### src/rtl/uart_rx_fifo.sv
// Purpose : 8N1 UART receiver with start-bit glitch filter, feeding a byte FIFO read through a 32-bit port.
// Latency : a byte is visible on rd_data_o the cycle after its mid-stop-bit sample (~SYNC_STAGES+HALF+9*DIV+1 from the pin edge).
// Backpr. : none toward the line; a byte arriving while the FIFO is full (no pop that cycle) is dropped and overflow_o latches.
//
// Ports:
//   clk_i, rst_i   system clock (rising edge) and asynchronous active-high reset
//   uart_rx_i      serial line, idle high, asynchronous to clk_i
//   rd_en_i        pop the head when the FIFO is non-empty
//   rd_data_o      {24'h0, head} or 32'hFFFF_FFFF when empty (combinational from the head)
//   count_o        FIFO occupancy
//   overflow_o     sticky: a byte was dropped on a full FIFO
//   frame_err_o    sticky: a stop bit was sampled low
//   clr_err_i      clears both sticky flags (a same-cycle set wins)
module uart_rx_fifo #(
  parameter int CLK_FREQ    = 50_000_000,
  parameter int BAUD_RATE   = 115_200,
  parameter int FIFO_DEPTH  = 16,
  parameter int SYNC_STAGES = 2
) (
  input  logic                          clk_i,
  input  logic                          rst_i,
  input  logic                          uart_rx_i,
  input  logic                          rd_en_i,
  output logic [31:0]                   rd_data_o,
  output logic [$clog2(FIFO_DEPTH):0]   count_o,
  output logic                          overflow_o,
  output logic                          frame_err_o,
  input  logic                          clr_err_i
);

  localparam int DIV  = CLK_FREQ / BAUD_RATE;
  localparam int HALF = DIV / 2;
  localparam int BW   = $clog2(DIV);
  localparam int AW   = $clog2(FIFO_DEPTH);
  localparam int PW   = AW + 1;

  localparam logic [BW-1:0] BAUD_FULL = BW'(DIV - 1);
  localparam logic [BW-1:0] BAUD_HALF = BW'(HALF - 1);
  localparam logic [PW-1:0] DEPTH_CNT = PW'(FIFO_DEPTH);

  // ---------------------------------------------------------------------------
  // Line synchroniser. Reset to all ones so the idle-high line never looks
  // like a start bit as reset is released.
  // ---------------------------------------------------------------------------
  logic [SYNC_STAGES-1:0] sync_q;
  logic                   rxs;

  always_ff @(posedge clk_i or posedge rst_i) begin
    if (rst_i) begin
      sync_q <= '1;
    end else begin
      sync_q <= {sync_q[SYNC_STAGES-2:0], uart_rx_i};
    end
  end

  assign rxs = sync_q[SYNC_STAGES-1];

  // ---------------------------------------------------------------------------
  // RX state machine
  // ---------------------------------------------------------------------------
  typedef enum logic [2:0] {
    S_IDLE,
    S_START,
    S_DATA,
    S_STOP,
    S_WAIT_HIGH
  } state_e;

  state_e          state_q, state_d;
  logic [BW-1:0]   baud_q, baud_d;
  logic [15:0]     bit_q, bit_d;
  logic [7:0]      shift_q, shift_d;
  logic            push;
  logic            ferr_set;

  always_ff @(posedge clk_i or posedge rst_i) begin
    if (rst_i) begin
      state_q <= S_IDLE;
      baud_q  <= '0;
      bit_q   <= '0;
      shift_q <= '0;
    end else begin
      state_q <= state_d;
      baud_q  <= baud_d;
      bit_q   <= bit_d;
      shift_q <= shift_d;
    end
  end

  always_comb begin
    state_d  = state_q;
    baud_d   = baud_q;
    bit_d    = bit_q;
    shift_d  = shift_q;
    push     = 1'b0;
    ferr_set = 1'b0;

    unique case (state_q)
      S_IDLE: begin
        if (!rxs) begin
          baud_d  = BAUD_HALF;
          state_d = S_START;
        end
      end

      // Mid-start-bit recheck: a low pulse shorter than half a bit is a glitch.
      S_START: begin
        if (baud_q != '0) begin
          baud_d = baud_q - BW'(1);
        end else if (!rxs) begin
          baud_d  = BAUD_FULL;
          bit_d   = '0;
          state_d = S_DATA;
        end else begin
          state_d = S_IDLE;
        end
      end

      // LSB arrives first, so shifting in at the MSB leaves bit 0 at [0] after 8 bits.
      S_DATA: begin
        if (baud_q != '0) begin
          baud_d = baud_q - BW'(1);
        end else begin
          shift_d = {rxs, shift_q[7:1]};
          baud_d  = BAUD_FULL;
          bit_d   = bit_q + 16'd1;
          if (bit_q == 16'd7) begin
            state_d = S_STOP;
          end
        end
      end

      // Returning to IDLE at mid-stop-bit leaves half a bit to catch the next start edge.
      S_STOP: begin
        if (baud_q != '0) begin
          baud_d = baud_q - BW'(1);
        end else if (rxs) begin
          push    = 1'b1;
          state_d = S_IDLE;
        end else begin
          ferr_set = 1'b1;
          state_d  = S_WAIT_HIGH;
        end
      end

      // Hold off through a break so it reports a single framing error.
      S_WAIT_HIGH: begin
        if (rxs) begin
          state_d = S_IDLE;
        end
      end

      default: state_d = S_IDLE;
    endcase
  end

  // ---------------------------------------------------------------------------
  // Byte FIFO: flop array, combinational head, pointers one bit wider than the
  // index so full and empty are distinguished by the occupancy difference.
  // ---------------------------------------------------------------------------
  logic [7:0]    mem_q [FIFO_DEPTH];
  logic [PW-1:0] wr_ptr_q, wr_ptr_d;
  logic [PW-1:0] rd_ptr_q, rd_ptr_d;
  logic [PW-1:0] count;
  logic          empty, full;
  logic          pop, wr_en, ovf_set;
  logic          overflow_q, overflow_d;
  logic          frame_err_q, frame_err_d;

  assign count = wr_ptr_q - rd_ptr_q;
  assign empty = (count == '0);
  assign full  = (count == DEPTH_CNT);

  assign pop     = rd_en_i && !empty;
  // A full FIFO still takes the byte when the head leaves in the same cycle.
  assign wr_en   = push && (!full || pop);
  assign ovf_set = push && full && !pop;

  always_comb begin
    wr_ptr_d    = wr_ptr_q;
    rd_ptr_d    = rd_ptr_q;
    overflow_d  = overflow_q;
    frame_err_d = frame_err_q;

    if (wr_en) wr_ptr_d = wr_ptr_q + PW'(1);
    if (pop)   rd_ptr_d = rd_ptr_q + PW'(1);

    // Set takes priority over a same-cycle clear.
    if (ovf_set)        overflow_d = 1'b1;
    else if (clr_err_i) overflow_d = 1'b0;

    if (ferr_set)       frame_err_d = 1'b1;
    else if (clr_err_i) frame_err_d = 1'b0;
  end

  always_ff @(posedge clk_i or posedge rst_i) begin
    if (rst_i) begin
      wr_ptr_q    <= '0;
      rd_ptr_q    <= '0;
      overflow_q  <= 1'b0;
      frame_err_q <= 1'b0;
    end else begin
      wr_ptr_q    <= wr_ptr_d;
      rd_ptr_q    <= rd_ptr_d;
      overflow_q  <= overflow_d;
      frame_err_q <= frame_err_d;
    end
  end

  // Storage needs no reset: occupancy comes from the pointers alone.
  always_ff @(posedge clk_i) begin
    if (wr_en) begin
      mem_q[wr_ptr_q[AW-1:0]] <= shift_q;
    end
  end

  assign rd_data_o   = empty ? 32'hFFFF_FFFF : {24'h0, mem_q[rd_ptr_q[AW-1:0]]};
  assign count_o     = count;
  assign overflow_o  = overflow_q;
  assign frame_err_o = frame_err_q;

endmodule

### config.mk
export PLATFORM = sky130hd
export DESIGN_NAME = uart_rx_fifo
export DESIGN_NICKNAME = d
export VERILOG_FILES = /design/src/rtl/uart_rx_fifo.sv
export SDC_FILE = /design/constraint.sdc
export NUM_CORES = 1
export LEC_CHECK = 0
export CORE_ASPECT_RATIO = 1.5
export CORE_UTILIZATION = 54
export DETAILED_ROUTE_END_ITERATION = 16
export PLACE_DENSITY = 0.8
export REMOVE_ABC_BUFFERS = 1
export SYNTH_ARGS = -nofsm -noshare
export SYNTH_HDL_FRONTEND = slang
export SYNTH_SLANG_ARGS = --single-unit
### constraint.sdc
create_clock -name clk_i -period 4.7 [get_ports clk_i]
set_clock_uncertainty 0.15 [all_clocks]
set_input_delay 0.94 -clock clk_i [delete_from_list [all_inputs] [get_ports clk_i]]
set_output_delay 0.94 -clock clk_i [all_outputs]
set_load 0.03 [all_outputs]
placed.png
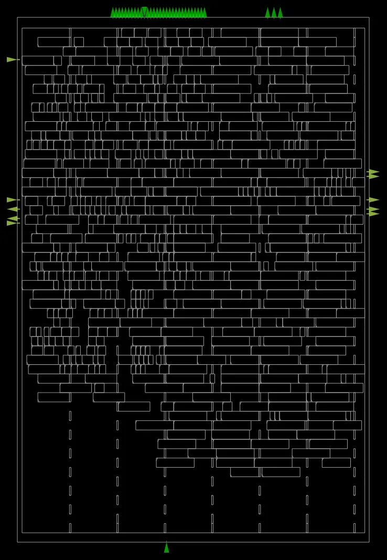
fin util: 62.91%
fill cell count: 1056
Tap Count: 196
Non-Filler Instances: 839

port_trees.png
Drawn at 2 px/um.
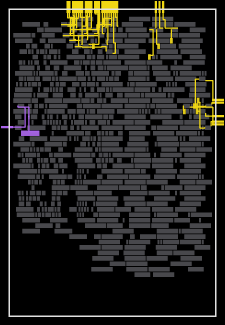
colour	port	bits	direction	edge	end cells	buffers	wire
purple	frame_err_o	1	output	left	1	1	40.9 um
yellow	rd_data_o	32	output	27 top, 5 right	9	32	532 um

class_map.png
Drawn at 2 px/um.
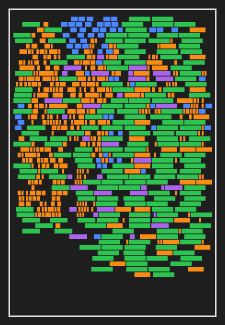
colour	class	cells
purple	clock drivers and dummy loads	32
green	registers	178
orange	remaining logic cells	371
blue	remaining buffers and delay cells	62

m1.png
Drawn at 3 px/um. Supply wires on this layer in grey.
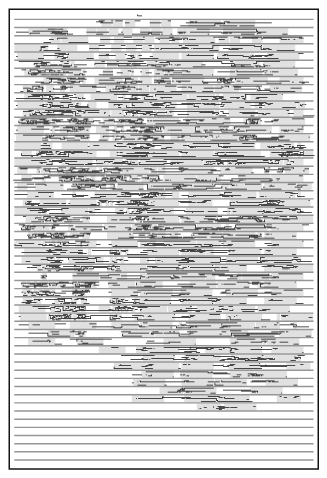
main direction	horizontal
longest straight run	22.1 um
share of all routed wire	37%
wire length on this layer	6300 um

==> impl_metrics.env <==
# physical design summary
export IMPL_outcome="finished, final reports clean"
export IMPL_reg2reg_depth=9
export IMPL_post_route_period_util_pct=93.86
export IMPL_synthTopLogicFamily="simple AND/OR/NAND/NOR gates"
export IMPL_ys_sh_mux_pct=9.088
export IMPL_adder_share_pct=1.928
export IMPL_fin_nets=647
export IMPL_die_x_um=102.5
export IMPL_viasPerCell=5.918
export IMPL_edf_count=128
export IMPL_critPathMostFrequentCell="inv_1"
export IMPL_min_period_ns=4.412
export IMPL_core_mm2=0.01466
export IMPL_irDropWorstVdd_v=0.0002824
export IMPL_fp_utilization_pct=55.78
export IMPL_ys_sh_aoi_pct=7.114
export IMPL_antenna_found_initial=0
export IMPL_max_stage_delay_ns=0.75
export IMPL_vias=4965
export IMPL_ys_cells=600
export IMPL_xor_share_pct=1.499
export IMPL_whs_ns=0.2090
export IMPL_rsz0062_at_grt="no"
export IMPL_yosysUniqueCellTypes=72
export IMPL_clk_path_buf_depth=2
export IMPL_ys_seq_share_pct=62.33
export IMPL_dpl_worst_slack_ns=0.5130
export IMPL_wl_per_cell_um=20.40
export IMPL_synthCells=600
export IMPL_drive_above_1_share_pct=17.26
export IMPL_fmax_ghz=0.2267
export IMPL_cts_sinks=178
export IMPL_clk_latency_ns=0.41
export IMPL_slew_headroom_pct=31.06
export IMPL_startpoint_type="flip-flop"
export IMPL_post_route_drc_count=0
export IMPL_finalSetupViolCount=0
export IMPL_yosysTopAreaCellShare_pct=47.00
export IMPL_postCtsSetupBuffers=0
export IMPL_crit_chain="inv_1 > ha_1 > inv_1 > fa_1 > nand3b_1 > a211oi_1 > o22ai_1 > inv_2 > clkdlybuf4s50_1"
export IMPL_area_delta_synth_final_pct=12.79
export IMPL_async_flop_share_pct=28.09
export IMPL_ff2ff_setup_slack_ns=1.09
export IMPL_htreeDepth=4
export IMPL_tritoncts="built"
export IMPL_avgSynthCellArea_um2=13.63
export IMPL_logic_area_mm2=0.002660
export IMPL_yosysWarnings=0
export IMPL_netlist_area_mm2=0.008178
export IMPL_grt_first_pass_wirelength_um=27210
export IMPL_grt_overflow=0
export IMPL_whs_path_depth=0
export IMPL_cap_violations=0
export IMPL_synth_area_top_cells="edfxtp_1 (47%), dfrtp_1 (15%), mux4_2 (8.8%), nand2_1 (3.6%), buf_4 (2.2%)"
export IMPL_tightest_slew_ns=1.033
export IMPL_ys_flop_type="edfxtp_1"
export IMPL_grt_max_degree=51
export IMPL_setup_worst_path_start="wr_ptr_q[0]"
export IMPL_crit_path_end_kind="primary output"
export IMPL_grt_pass1_vias=5142
export IMPL_path_clk_slew_ns=0.07
export IMPL_crit_slowest_cell="clkdlybuf4s50_1"
export IMPL_ys_ff=178
export IMPL_p_per_area_mw_per_mm2=330.4
export IMPL_postRouteAntennaNets=0
export IMPL_gp_congestion=0.8327
export IMPL_path_class="reg -> out"
export IMPL_cts_root_buf="clkbuf_16"
export IMPL_drt_total_wl_um=17120
export IMPL_rows=54
per-stage QoR:
stage / cell area (um2) / util (%) / setup TNS, ns / total power [mW] / std cells
2_1_floorplan: 7833 / - / -109.54 / 1.711 / 549
3_3_place_gp: 8652 / 59.01 / 0 / 1.718 / 807
3_5_place_dp: 8652 / 59.01 / 0 / 1.718 / 807
4_1_cts: 9224 / 62.91 / 0 / 3.059 / 839
5_1_grt: 9224 / 62.91 / 0 / 3.119 / 839
6_report: 9224 / 62.91 / 0 / 3.047 / 839
worst max-delay path: cells and delay by family (launching register included):
kind	cells	cell delay, ns
AND-OR/OR-AND	2	0.42
AND/OR/NAND/NOR	1	0.19
flip-flops	1	0.41
adder cells (fa/ha/maj)	2	0.68
buffers and inverters	4	1.22
sequential cells by signal (all words and copies together) (netlist names):
name	flops
mem_q	128
bit_q	16
baud_q	9
shift_q	8
rd_ptr_q	5
wr_ptr_q	5
state_q	3
sync_q	2
frame_err_o	1
overflow_o	1
worst max path at each step:
stage,endpoint,slack [ns]
5_1_grt,rd_data_o[13],0.03
3_3_place_gp,rd_data_o[19],0.70
4_1_cts,rd_data_o[13],0.05
2_1_floorplan,rd_data_o[10],-3.74
6_report,rd_data_o[13],0.29
3_5_place_dp,rd_data_o[13],0.51
cell usage after synthesis, drive strengths merged, types with 3 or more instances:
master and instances:
nand3 21, clkinv 3, o21ai 27, or3 3, nand2 78, nor2 45, nor3b 6, dfrtp 48
nor3 17, buf 38, ha 11, a21o 5, nor2b 3, mux4 32, a21oi 17, xnor2 9
nand2b 3, edfxtp 128, nor4 11, xor2 5, nand4 4, o21bai 5, a31oi 3, inv 17
o31ai 6, clkbuf 13, and3 7
per-layer routing:
| layer | up-vias | global-route usage, % | part of all wire [%] |
|---|---|---|---|
| met5 | - | 0 | 0 |
| met4 | 0 | 7.959 | 2.2 |
| met3 | 26 | 4.679 | 4.1 |
| met2 | 153 | 42.89 | 57 |
| met1 | 2516 | 27.19 | 37 |
| li1 | 2270 | - | - |
what timing repair did:
item	CTS	global route
hold buffers	0	0
gates resized	0	1
endpoints found under the setup margin	0	24
endpoints found under the hold margin	0	0
where the power goes:
group	internal [mW]	total (mW)	switching (mW)
combinational	0.00422	0.0155	0.0113
clock	0.748	1.36	0.615
sequential	1.67	1.67	0.00220
cell type report:
type                    instances  share of cell area (%)
clock buffers                  18                   4.653
clock inverters                14                   1.546
inverters                      20                  0.8139
multi-input cells             351                   28.84
flip-flops and latches        178                   55.28
well taps                     196                   2.659
repair buffers                 62                   6.213
kinds of logic after synthesis:
logic type / after synthesis
simple gates: 210
xor+xnor: 14
mux: 34
flops: 178
fa+ha+maj: 12
compound gates: 81
buf+inv: 71
No activity file was given, so power comes from the tool's default toggle rates.
